--- src/rtl/mem_stage.sv ---
// rtl/mem_stage.sv - pipeline memory stage: word load/store over req/ready, write-back select, MEM/WB register
// A stalled access keeps EX/MEM held upstream, so the request fields stay stable while in S_WAIT.
module mem_stage #(
   parameter int WAIT_LIMIT = 255
) (
   input  logic        clk,
   input  logic        rst_n,
   input  logic        ex_mem_MemWr_out,
   input  logic        ex_mem_MemRead_out,
   input  logic [1:0]  ex_mem_MemToReg_out,
   input  logic        ex_mem_RegWrite_out,
   input  logic [31:0] ex_mem_pc_plus_4_out,
   input  logic [31:0] ex_mem_ALUOut_out,
   input  logic [31:0] ex_mem_DataBus2_out,
   input  logic [4:0]  ex_mem_RegWriteAddr_out,
   input  logic [1:0]  regOption,
   output logic        dmem_req,
   output logic        dmem_we,
   output logic [31:0] dmem_addr,
   output logic [31:0] dmem_wdata,
   input  logic [31:0] dmem_rdata,
   input  logic        dmem_ready,
   output logic        mem_stall,
   output logic        mem_fault,
   output logic        mem_wb_RegWrite_out,
   output logic [4:0]  mem_wb_RegWriteAddr_out,
   output logic [31:0] mem_wb_RegWriteData_out
);

   localparam int CW = $clog2(WAIT_LIMIT + 1);

   typedef enum logic {S_IDLE, S_WAIT} state_t;

   state_t        state;
   logic [CW-1:0] wait_cnt;

   logic        mem_op;
   logic        aligned;
   logic        access;
   logic        misaligned;
   logic        abort;
   logic        bubble;
   logic [31:0] wb_data;

   assign mem_op     = ex_mem_MemRead_out | ex_mem_MemWr_out;
   assign aligned    = (ex_mem_ALUOut_out[1:0] == 2'b00);
   assign access     = mem_op & rst_n & aligned;
   assign misaligned = mem_op & ~aligned;

   // Abort fires in the cycle the counter hits its last value with no ready,
   // which caps the stall at WAIT_LIMIT cycles including the initial IDLE cycle.
   assign abort = (state == S_WAIT) & ~dmem_ready & (wait_cnt == CW'(WAIT_LIMIT - 1));

   assign dmem_req   = (state == S_WAIT) ? (rst_n & ~abort) : access;
   assign dmem_we    = ex_mem_MemWr_out;
   assign dmem_addr  = {ex_mem_ALUOut_out[31:2], 2'b00};
   assign dmem_wdata = ex_mem_DataBus2_out;
   assign mem_stall  = access & ~dmem_ready & ~abort;
   assign bubble     = mem_stall | misaligned | abort;

   always_comb begin
      wb_data = ex_mem_ALUOut_out;
      case (ex_mem_MemToReg_out)
         2'b01:   wb_data = ex_mem_MemWr_out ? ex_mem_ALUOut_out : dmem_rdata;
         2'b10:   wb_data = ex_mem_pc_plus_4_out;
         default: wb_data = ex_mem_ALUOut_out;
      endcase
   end

   always_ff @(posedge clk) begin
      if (!rst_n) begin
         state                   <= S_IDLE;
         wait_cnt                <= '0;
         mem_fault               <= 1'b0;
         mem_wb_RegWrite_out     <= 1'b0;
         mem_wb_RegWriteAddr_out <= '0;
         mem_wb_RegWriteData_out <= '0;
      end else begin
         mem_fault <= misaligned | abort;

         case (state)
            S_IDLE: begin
               if (access && !dmem_ready) begin
                  state    <= S_WAIT;
                  wait_cnt <= '0;
               end
            end
            S_WAIT: begin
               if (dmem_ready || abort) begin
                  state <= S_IDLE;
               end else begin
                  wait_cnt <= wait_cnt + CW'(1);
               end
            end
            default: state <= S_IDLE;
         endcase

         if (bubble) begin
            mem_wb_RegWrite_out     <= 1'b0;
            mem_wb_RegWriteAddr_out <= '0;
            mem_wb_RegWriteData_out <= '0;
         end else begin
            case (regOption)
               2'b00: begin
                  mem_wb_RegWrite_out     <= ex_mem_RegWrite_out;
                  mem_wb_RegWriteAddr_out <= ex_mem_RegWriteAddr_out;
                  mem_wb_RegWriteData_out <= wb_data;
               end
               2'b01: begin
                  mem_wb_RegWrite_out     <= 1'b0;
                  mem_wb_RegWriteAddr_out <= ex_mem_RegWriteAddr_out;
                  mem_wb_RegWriteData_out <= wb_data;
               end
               default: ;
            endcase
         end
      end
   end

endmodule

--- config.mk ---
export PLATFORM = sky130hd
export DESIGN_NAME = mem_stage
export DESIGN_NICKNAME = d
export VERILOG_FILES = /design/src/rtl/mem_stage.sv
export SDC_FILE = /design/constraint.sdc
export NUM_CORES = 1
export LEC_CHECK = 0
export CAP_MARGIN = 20
export CORE_ASPECT_RATIO = 0.9
export CORE_MARGIN = 5
export CORE_UTILIZATION = 36
export CTS_CLUSTER_DIAMETER = 150
export DETAILED_ROUTE_END_ITERATION = 8
export PLACE_DENSITY = 0.88
export SKIP_LAST_GASP = 1
export SLEW_MARGIN = 20
export SYNTH_ARGS = -nofsm -noshare
export SYNTH_HDL_FRONTEND = slang
export SYNTH_SLANG_ARGS = --single-unit
--- constraint.sdc ---
create_clock -name clk -period 3.78 [get_ports clk]
set_input_delay 0.378 -clock clk [delete_from_list [all_inputs] [get_ports clk]]
set_output_delay 0.378 -clock clk [all_outputs]
set_load 0.01 [all_outputs]
Fig. 1: metal 2
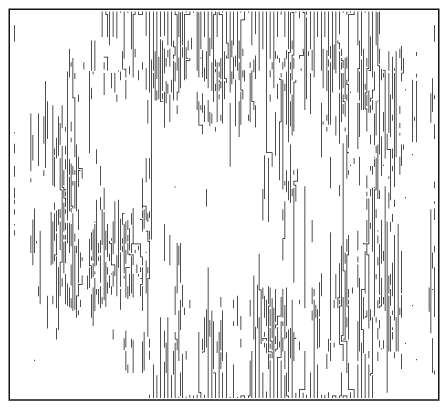
longest straight run	45.2 µm
share of all routed wire	52%
main direction	vertical
nets with wire on the layer	541
wire length on this layer	5,220 µm
Vias: 3,110
drt total wl: 10.1 mm
global-route met2 utilization: 34.3%

Fig. 2: met1 routing
Cells faint in the background.
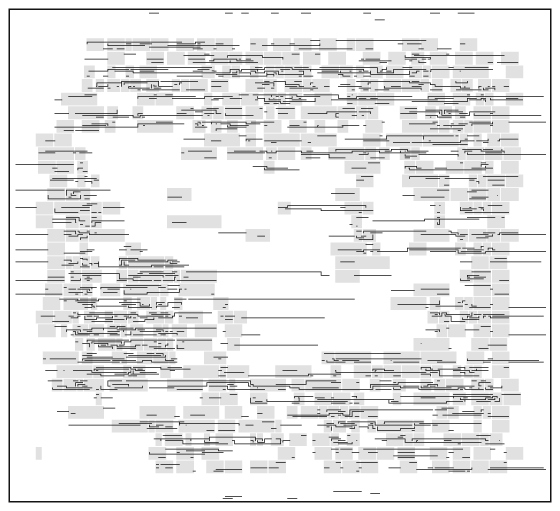
nets with wire on the layer	523
wire length on this layer	3,840 µm
longest straight run	33.1 µm
share of all routed wire	38%
main direction	horizontal
grt met1 use: 19.4%

Fig. 3: the metal 4 layer
Cells faint in the background.
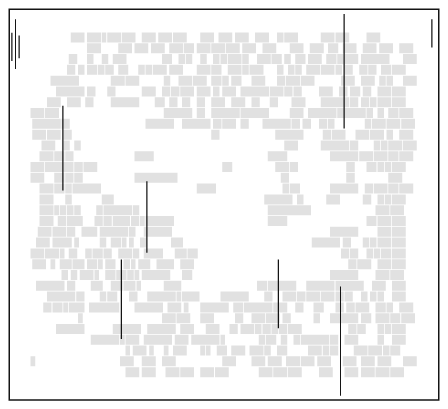
main direction	vertical
wire length on this layer	163 µm
nets with wire on the layer	10

==> Flow_metrics.wiki <==
=== Physical design figures ===
{| class="wikitable"
! Metric !! Value
|-
| Hold WS || 508 ps
|-
| Worst reg2reg setup slack || 1950 ps
|-
| Sequential standard cell area || 961 µm²
|-
| CP peak stage delay || 620 ps
|-
| Largest delay contributor family on the critical path || buffers and inverters
|-
| Regs by FF count || mem_wb_RegWriteData_out (32), wait_cnt (8), mem_wb_RegWriteAddr_out (5)
|-
| Setup slack at placement || 922 ps
|-
| Status || complete, no violations
|-
| Netlist area before placement || 3100 µm²
|-
| Areal power density over the cells || 284 nW/µm²
|-
| Clock buf count || 5
|-
| Xor and xnor fraction of the mapped netlist area || 0%
|-
| Crit. End Element || primary output
|-
| # setup viols final || 0
|-
| Clock insertion delay at the later pin of the skew report || 290 ps
|-
| Largest area contributor in the netlist || sky130_fd_sc_hd__dfxtp_1
|-
| Half-perimeter wire length of the detailed placement result || 7.63 mm
|-
| CTS H-tree lvls || 2
|-
| Number of CTS-inserted buffers || 5
|-
| Well-tap cell count || 119
|-
| Switching share of total power || 24.4%
|-
| Chip height || 98.0 µm
|}
Fig. 4: local utilization
Bar = 20 µm. 11 x 10 tiles, from dark blue (low) to red (high), 0 to 100% covered.
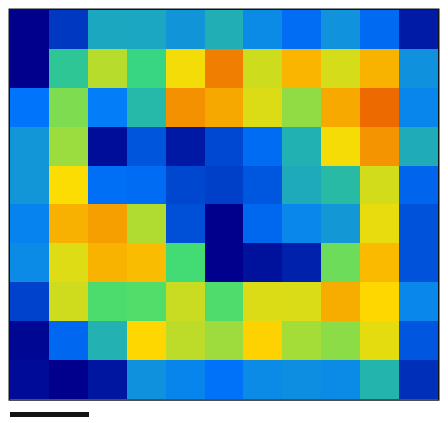
emptiest ninth of the die	centre
densest ninth of the die	north
mean over tiles	42%
fraction of the core area covered by cells at the end of the flow: 54.4%
floorplan core area: 8490 µm²
core utilization at floorplan: 36.5%

Fig. 5: track usage over the die
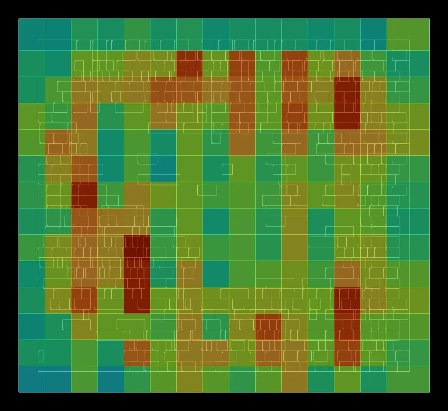
Total GRT Usage: 18.0%
met3 usage: 4.89%
Avg WL per Cell: 16.7 µm
busiest layer in global routing: met2

No activity file was given, so power comes from the tool's default toggle rates.
